**src/rtl/tlb_lookup.sv**
```systemverilog
// tlb_lookup: fully-associative TLB with FIFO (round-robin) replacement.
// A hit answers one cycle after the request; a miss pulses tlb_miss_detected,
// stalls the requester and waits for the miss handler's fill.
// Optional feature macro: TLB_STATS_EN adds saturating hit_count/miss_count outputs.
module tlb_lookup #(
  parameter int ENTRIES = 4,
  parameter int PO_W    = 12
) (
  input  logic        clk,
  input  logic        reset,
  input  logic        req_valid,
  input  logic [31:0] req_vaddr,
  input  logic        flush,
  output logic        resp_valid,
  output logic [31:0] resp_paddr,
  output logic        resp_hit,
  output logic        stall,
  output logic        tlb_miss_detected,
  output logic [31:0] miss_vaddr,
  input  logic        fill_valid,
  input  logic [31:0] fill_paddr
`ifdef TLB_STATS_EN
  ,
  output logic [31:0] hit_count,
  output logic [31:0] miss_count
`endif
);

  localparam int VPN_W = 32 - PO_W;
  localparam int PTR_W = $clog2(ENTRIES);

  typedef enum logic {IDLE, MISS} state_t;

  state_t             r_state;
  state_t             w_nextState;

  logic [ENTRIES-1:0] r_valid;
  logic [VPN_W-1:0]   r_vpn [ENTRIES];
  logic [VPN_W-1:0]   r_ppn [ENTRIES];
  logic [PTR_W-1:0]   r_ptr;

  logic               r_respValid;
  logic               r_respHit;
  logic [31:0]        r_respPaddr;
  logic               r_missPulse;
  logic [31:0]        r_missVaddr;

  logic               w_hit;
  logic [VPN_W-1:0]   w_hitPpn;
  logic               w_acceptHit;
  logic               w_acceptMiss;
  logic               w_fill;

  logic               w_respValidNext;
  logic               w_respHitNext;
  logic [31:0]        w_respPaddrNext;
  logic               w_missPulseNext;
  logic [31:0]        w_missVaddrNext;

  // The page-offset bits of the fill address carry no translation information.
  logic               w_unusedFillOffset;
  assign w_unusedFillOffset = ^fill_paddr[PO_W-1:0];

  assign w_acceptHit  = (r_state == IDLE) && req_valid && w_hit;
  assign w_acceptMiss = (r_state == IDLE) && req_valid && !w_hit;
  assign w_fill       = (r_state == MISS) && fill_valid;

  // Associative match of the request VPN; at most one entry can match, so OR-ing is safe.
  always_comb begin
    w_hit    = 1'b0;
    w_hitPpn = '0;
    for (int i = 0; i < ENTRIES; i++) begin
      if (r_valid[i] && (r_vpn[i] == req_vaddr[31:PO_W])) begin
        w_hit    = 1'b1;
        w_hitPpn = w_hitPpn | r_ppn[i];
      end
    end
  end

  // State register: a reset drops any outstanding miss.
  always_ff @(posedge clk or posedge reset) begin
    if (reset) begin
      r_state <= IDLE;
    end else begin
      r_state <= w_nextState;
    end
  end

  // Next-state logic: enter MISS on a missing request, leave it when the fill arrives.
  always_comb begin
    w_nextState = r_state;
    case (r_state)
      IDLE:    if (w_acceptMiss) w_nextState = MISS;
      MISS:    if (fill_valid)   w_nextState = IDLE;
      default: w_nextState = IDLE;
    endcase
  end

  // Output decode: compute the next values of the registered response and miss outputs.
  always_comb begin
    w_respValidNext = 1'b0;
    w_respHitNext   = 1'b0;
    w_respPaddrNext = r_respPaddr;
    w_missPulseNext = 1'b0;
    w_missVaddrNext = r_missVaddr;
    case (r_state)
      IDLE: begin
        if (w_acceptHit) begin
          w_respValidNext = 1'b1;
          w_respHitNext   = 1'b1;
          w_respPaddrNext = {w_hitPpn, req_vaddr[PO_W-1:0]};
        end else if (w_acceptMiss) begin
          w_missPulseNext = 1'b1;
          w_missVaddrNext = req_vaddr;
        end
      end
      MISS: begin
        if (fill_valid) begin
          w_respValidNext = 1'b1;
          w_respPaddrNext = {fill_paddr[31:PO_W], r_missVaddr[PO_W-1:0]};
        end
      end
      default: ;
    endcase
  end

  // Output registers so every response and miss signal comes straight from a flop.
  always_ff @(posedge clk or posedge reset) begin
    if (reset) begin
      r_respValid <= 1'b0;
      r_respHit   <= 1'b0;
      r_respPaddr <= '0;
      r_missPulse <= 1'b0;
      r_missVaddr <= '0;
    end else begin
      r_respValid <= w_respValidNext;
      r_respHit   <= w_respHitNext;
      r_respPaddr <= w_respPaddrNext;
      r_missPulse <= w_missPulseNext;
      r_missVaddr <= w_missVaddrNext;
    end
  end

  // Valid bits and victim pointer: flush clears first, so a same-edge fill still lands valid.
  always_ff @(posedge clk or posedge reset) begin
    if (reset) begin
      r_valid <= '0;
      r_ptr   <= '0;
    end else begin
      if (flush) begin
        r_valid <= '0;
      end
      if (w_fill) begin
        r_valid[r_ptr] <= 1'b1;
        r_ptr          <= r_ptr + 1'b1;
      end
    end
  end

  // Tag/data storage: only written on a fill, and only meaningful where the valid bit is set.
  always_ff @(posedge clk) begin
    if (w_fill) begin
      r_vpn[r_ptr] <= r_missVaddr[31:PO_W];
      r_ppn[r_ptr] <= fill_paddr[31:PO_W];
    end
  end

  assign resp_valid        = r_respValid;
  assign resp_hit          = r_respHit;
  assign resp_paddr        = r_respPaddr;
  assign tlb_miss_detected = r_missPulse;
  assign miss_vaddr        = r_missVaddr;
  assign stall             = (r_state == MISS);

`ifdef TLB_STATS_EN
  logic [31:0] r_hitCount;
  logic [31:0] r_missCount;

  // Saturating statistics counters; flush leaves them alone.
  always_ff @(posedge clk or posedge reset) begin
    if (reset) begin
      r_hitCount  <= '0;
      r_missCount <= '0;
    end else begin
      if (w_acceptHit && (r_hitCount != 32'hFFFF_FFFF)) begin
        r_hitCount <= r_hitCount + 32'd1;
      end
      if (w_acceptMiss && (r_missCount != 32'hFFFF_FFFF)) begin
        r_missCount <= r_missCount + 32'd1;
      end
    end
  end

  assign hit_count  = r_hitCount;
  assign miss_count = r_missCount;
`endif

endmodule
```
**config.mk**
```make
export PLATFORM = sky130hd
export DESIGN_NAME = tlb_lookup
export DESIGN_NICKNAME = d
export VERILOG_FILES = /design/src/rtl/tlb_lookup.sv
export SDC_FILE = /design/constraint.sdc
export NUM_CORES = 1
export LEC_CHECK = 0
export CAP_MARGIN = 20
export CORE_ASPECT_RATIO = 1.1
export CORE_UTILIZATION = 54
export DETAILED_ROUTE_END_ITERATION = 8
export PLACE_DENSITY_LB_ADDON = 0.15
export SLEW_MARGIN = 15
export SYNTH_ARGS = -nofsm -noshare
export SYNTH_HDL_FRONTEND = slang
export SYNTH_SLANG_ARGS = --single-unit
export TNS_END_PERCENT = 1
```
**constraint.sdc**
```tcl
create_clock -name clk -period 2.65 [get_ports clk]
set_clock_uncertainty 0.05 [all_clocks]
set_input_delay 0.265 -clock clk [delete_from_list [all_inputs] [get_ports clk]]
set_output_delay 0.265 -clock clk [all_outputs]
set_load 0.005 [all_outputs]
```
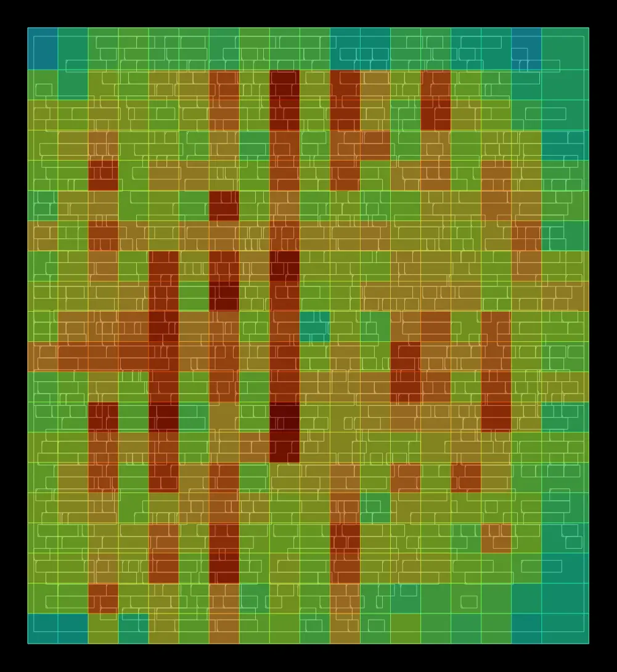
(run_1/congestion_map.png)
global routing met2 resource utilization: 0.391
routing layer with the top usage in global route: met2
overall global routing resource usage: 0.228
wire length per cell: 20.5 um

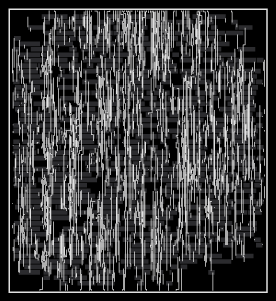
(run_1/m2.png)
Drawn at 2 px/um. Cells faint in the background.
longest straight run: 53.0 um
wire length on this layer: 10200 um
share of all routed wire: 51%
via count of the routed design: 5321
final WL: 20000 um

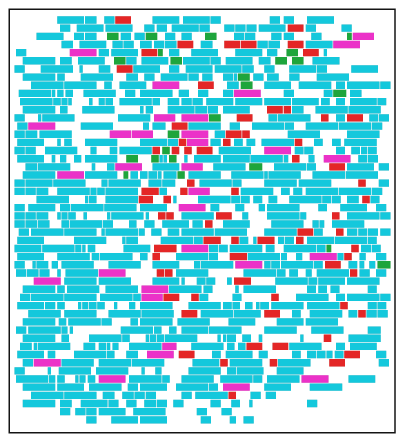
(run_1/sizing.png)
Drawn at 3 px/um.
| colour | size | cells | share |
|---|---|---|---|
| red | x3 and x4 | 72 | 9.8% |
| green | x2 | 24 | 3.3% |
| cyan | x1 and smaller | 610 | 83% |
| magenta | x6 and larger | 32 | 4.3% |
Area growth, synth to finish: 26.2%
buffer count excluding the clock tree in the final layout: 169
post-route cell area: 11900 um2
setup ws final: 0.0916 ns

==> notes.md, run 1 <==
Status of the implementation.

- Data arrives at the worst endpoint at 2.89 ns.
- The chip area in the Yosys report is 9440 um2, for reference.
- Once layout is complete, the cells apart from fillers number 973.
- The routability-driven placement congestion ratio is 0.765, for reference.
- The height of the die is 141 um, for reference.
- The clock tree buffer depth is 3, for reference.
- In the setup report, the worst path falls into the class input port to flip-flop.
- The initialized floorplan defines 50 standard-cell rows.
- By area, flip-flops and latches come first.
- In the final layout, the registers with the most flip-flops are r_ppn: 80 flops, r_vpn: 80 flops.
- The simple-gate area share of the yosys netlist is 0.0359, for reference.
- The fraction of power spent switching nets is 0.244, for reference.
- Per the placement report, the placed cell count is 931.
- Traced cell by cell, the critical path runs through clkdlybuf4s50_1, xor2_1, nor4_2, buf_4, nand4_1, nor3_4, nor4_4, nor2b_4, buf_12, mux2_1.
- Of the total standard cell area in the layout, the sequential portion is 0.559.
- The final-report hold violation count is 0, for reference.
- The count of antenna diodes in the layout is 1, for reference.
- At the pin with the least slew margin, the transition time is 0.493 ns.
- Dividing total power by cell area gives a power density of 811 nW/um2.
- The root buffer cell is clkbuf_16, for reference.
- The synthesis warning total is 0, for reference.
- The run finished with clean final reports.
- The count of nets after finishing is 795, for reference.
- The number of clock-tree buffers in the layout is 35, for reference.
- 137 I/O pins were placed.
- The total overflow left after global routing is 0.
- Per the final report, max-transition violations number 0.
- Across the run, the number of max-cap violations was 0.
- The number of warnings in the stage logs is 41, for reference.
- The share of the core area taken by cells at floorplan is 0.553.
- Of the synthesized area, sequential elements account for 0.705.
- The part of the total power dissipated in the clock network is 0.300, for reference.
- The number of H-tree levels is 1, for reference.
- There are 234 flip-flops and latches.
- Once the clock tree was built, the setup fixing pass inserted 0 buffers.
- The time the worst path needs with I/O delays and setup is 2.56 ns, for reference.
- The count of port buffers added during placement is 124, for reference.
- On the reported timing paths, the clock transition at the registers reads 0.06 ns.
- The timing report shows that the slowest cell on the worst path is clkdlybuf4s50_1.
- The tap cell instance count is 234, for reference.
- The worst setup path is captured at a flip-flop.
- The total number of clock tree sinks is 234, for reference.
- The standby leakage power is 4.44 nW, for reference.
## run 1: per-layer routing
metal / track usage / vias up / share of wire
met5: 0 / - / 0
met4: 0.0724 / 0 / 0.023
met3: 0.0452 / 36 / 0.055
met2: 0.391 / 153 / 0.51
met1: 0.294 / 2706 / 0.41
li1: - / 2426 / -
## run 1: what timing repair did
| action | 4_1_cts | 5_1_grt |
|---|---|---|
| endpoints found under the hold margin | 0 | 0 |
| resized | 1 | 6 |
| gates cloned | 0 | 0 |
| hold buffers | 0 | 0 |
| setup endpoints to repair | 18 | 32 |
| pin swaps | 0 | 0 |
## run 1: metrics by stage
| stage | TNS, ns | power (mW) | cell area (um2) | hold slack [ns] |
|---|---|---|---|---|
| 2_1_floorplan | 0 | 5.73 | 9440 | 0.300 |
| 3_3_place_gp | -25.83 | 6.75 | 11200 | 0.409 |
| 3_5_place_dp | -27.00 | 6.84 | 11200 | 0.416 |
| 4_1_cts | 0 | 9.76 | 11900 | 0.141 |
| 5_1_grt | -0.0286 | 10.1 | 11900 | 0.166 |
| 6_report | 0 | 9.67 | 11900 | 0.130 |
## run 1: worst max-delay path, delay by kind of cell
family                 cells  cell delay, ns
XOR/XNOR                   1            0.32
buffers and inverters      3            0.96
multiplexers               1            0.34
AND/OR/NAND/NOR            5            0.98
## run 1: path summary, 6_finish.rpt
check	from	endpoint	slack, ns
max in group asynchronous	reset	resp_paddr[22]	2.08
min	reset	miss_vaddr[28]	0.13
max	req_vaddr[28]	miss_vaddr[27]	0.09
min reg2reg	r_valid[2]	r_valid[2]	0.43
min in group clk	req_vaddr[26]	miss_vaddr[26]	0.21
max reg2reg	r_vpn[3][16]	miss_vaddr[27]	0.13
## run 1: power by group through the flow
stage                     clock (mW)  combinational [mW]  sequential, mW
after floorplan                    0               0.781            4.95
after global placement             0                1.79            4.96
after detailed placement           0                1.84            5.00
after CTS                       2.96                1.85            4.94
after global routing            3.11                1.97            5.00
final                           2.90                1.83            4.93
## run 1: cell usage after synthesis
library cell / count / share of area
edfxtp_1: 160 / 0.51
dfrtp_1: 74 / 0.20
xor2_1: 60 / 0.056
a22oi_1: 40 / 0.032
mux2_1: 36 / 0.043
mux2_4: 28 / 0.045
buf_2: 21 / 0.011
nor2_1: 21 / 0.0083
xnor2_1: 21 / 0.019
a31oi_1: 20 / 0.013
clkbuf_1: 13 / 0.0052
mux2_2: 13 / 0.016
nor4_1: 12 / 0.0079
nand4_1: 8 / 0.0053
nand2_1: 6 / 0.0024
a21o_1: 4 / 0.0032
and3_1: 4 / 0.0026
buf_6: 4 / 0.0048
ha_1: 4 / 0.0053
inv_1: 4 / 0.0016
nor3_1: 4 / 0.0021
nor3_2: 4 / 0.0042
buf_4: 2 / 0.0016
buf_1: 1 / 0.00040
clkinv_1: 1 / 0.00040
nor2b_1: 1 / 0.00066
nor4_4: 1 / 0.0023
o21ai_4: 1 / 0.0017
o21bai_1: 1 / 0.00080
==> run_1/gates.png <==
Drawn at 3 px/um.
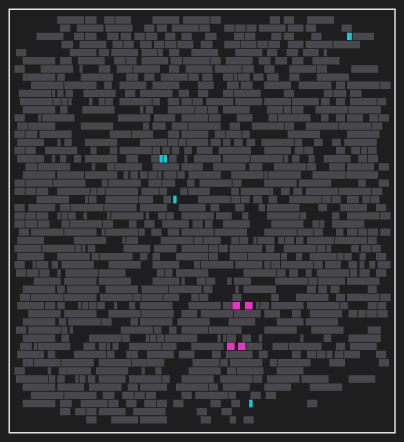

==> run 2: changes to the inputs <==
--- a/config.mk
+++ b/config.mk
@@ -8,5 +8,5 @@
 export CAP_MARGIN = 20
 export CORE_ASPECT_RATIO = 1.1
-export CORE_UTILIZATION = 54
+export CORE_UTILIZATION = 49
 export DETAILED_ROUTE_END_ITERATION = 8
 export PLACE_DENSITY_LB_ADDON = 0.15
==> constraint.sdc (replaced) <==
create_clock -name clk -period 2.22 [get_ports clk]
set_clock_uncertainty 0.05 [all_clocks]
set_input_delay 0.222 -clock clk [delete_from_list [all_inputs] [get_ports clk]]
set_output_delay 0.222 -clock clk [all_outputs]
set_load 0.02 [all_outputs]
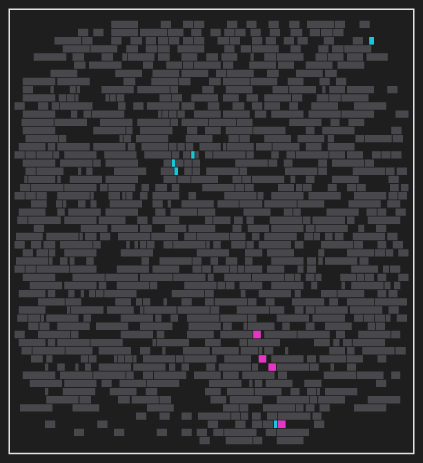
(run_2/gates.png)
Drawn at 3 px/um.
| colour | family | cells | most used |
|---|---|---|---|
| cyan | inv cells | 5 | inv_1 |
| magenta | non-inverting ao/oa cells | 4 | a21o_1 |

==> notes.md, run 2 <==
Status of the implementation.

- The area growth from synthesis to layout was 27.4% (was 26.2%).
- The number of pins with negative max-slew slack in the final report came to 0 (unchanged).
- The predominant post-synthesis flop cell is edfxtp_1 (unchanged), for reference.
- The count of port buffers added during placement is 124 (unchanged), for reference.
- The element type at the critical path end is a flip-flop (unchanged).
- The critical path startpoint is r_vpn[2][4] (was req_vaddr[28]).
- Outcome: complete, but fails checks (was complete, no violations).
- The routability-driven placement congestion ratio is 0.765 (about the same).
- The overall track demand over capacity in global routing came to 0.212 (was 0.228).
- The slew at the pin closest to its max-slew limit is 0.437 ns (was 0.493 ns), for reference.
- The number of top-level pins is 137 (unchanged), for reference.
- The checks that failed: negative setup slack.
- The post-synthesis cell type with the largest combined area is edfxtp_1 (unchanged), for reference.
- The arrival time at the worst endpoint is 2.95 ns (was 2.89 ns).
- The setup violation total in the final timing report was 65 (was 0).
- The post-cts hold-fix buffer tally is 0 (unchanged), for reference.
- The synthesis warning total was 0 (unchanged).
- The routed design could run at a clock period as short as 2.56 ns.
- The count of nets after finishing is 795 (unchanged), for reference.
- The count of buffers added by post-CTS timing repair for setup is 0 (unchanged).
- The number of max-capacitance violations reported is 0 (unchanged), for reference.
- The number of enable flip-flop cells is 160 (unchanged), for reference.
- The total number of clock tree sinks was 234 (unchanged).
- Top flop regs: r_ppn: 80 flops, r_vpn: 80 flops (unchanged).
- The final-report hold violation count was 0 (unchanged).
- The aggregate routed wire length is 20600 um (was 20000 um), for reference.
- The final worst slack came to -0.342 ns (was 0.0916 ns).
- The length of routed met3 wiring is 872 um (was 1100 um).
- The clock tree buffer depth is 3 (unchanged), for reference.
-- run 2: metal layers --
layer / vias up / track usage
met4: 0 / 0.0584
met3: 33 / 0.0322
met5: - / 0
met2: 118 / 0.379
li1: 2419 / -
met1: 2705 / 0.267
-- run 2: power by group --
part | switching (mW) | internal (mW)
clock network | 1.57 | 2.34
registers | 0.426 | 5.48
logic | 1.30 | 1.32
total | 3.31 | 9.13
-- run 2: layout make-up --
class	instances	area (um2)
Clock buffer	37	681
Clock inverter	7	81.3
Fill cell	1362	6570
Inverter	5	20.0
Multi-Input combinational cell	289	2650
Sequential cell	234	6660
Tap cell	243	304
Timing Repair Buffer	168	1640
-- run 2: worst min path at each step --
stage	from	end	slack [ns]	cells after the start
2_1_floorplan	fill_valid	stall	0.26	1
3_3_place_gp	r_valid[0]	r_valid[0]	0.41	1
6_report	reset	miss_vaddr[9]	0.07	3
4_1_cts	reset	miss_vaddr[9]	0.1	3
3_5_place_dp	r_valid[1]	r_valid[1]	0.42	1
5_1_grt	reset	miss_vaddr[9]	0.11	3
-- run 2: worst register-to-register path, delay by kind of cell, from the launching register on --
family / cells / cell delay (ns)
flip-flops: 1 / 0.37
multiplexers: 1 / 0.19
XOR/XNOR: 1 / 0.16
AND-OR/OR-AND: 2 / 0.38
AND/OR/NAND/NOR: 3 / 0.83
buffers and inverters: 2 / 0.50
-- run 2: logic make-up (layout without fill, tap and decap cells) --
group | after synthesis | after routing | share of synthesized area
DFF | 234 | 234 | 0.705
AOI/OAI and AO/OA | 66 | 66 | 0.0507
xor gates and xnor gates | 81 | 81 | 0.0751
adders and majority gates | 4 | 4 | 0.00530
buffers and inverters | 46 | 217 | 0.0250
muxes | 77 | 77 | 0.103
and+or+nand+nor | 61 | 61 | 0.0359
-- run 2: through the flow --
stage                     cell area (um2)  instances  hold slack [ns]  power, mW  setup TNS [ns]
after floorplan                      9440        569            0.257       7.25          -47.57
after global placement              11200        939            0.408       8.49          -80.52
after detailed placement            11200        939            0.416       8.58          -77.46
after CTS                           12000        983           0.0974       12.5          -20.80
after global routing                12000        983            0.113       12.9          -22.99
final                               12000        983           0.0710       12.4          -15.65
-- run 2: repair_timing --
action,CTS,global route
setup endpoints to repair,68,67
gates resized,7,10
pin swaps,2,3
Power and IR drop assume default switching activity.
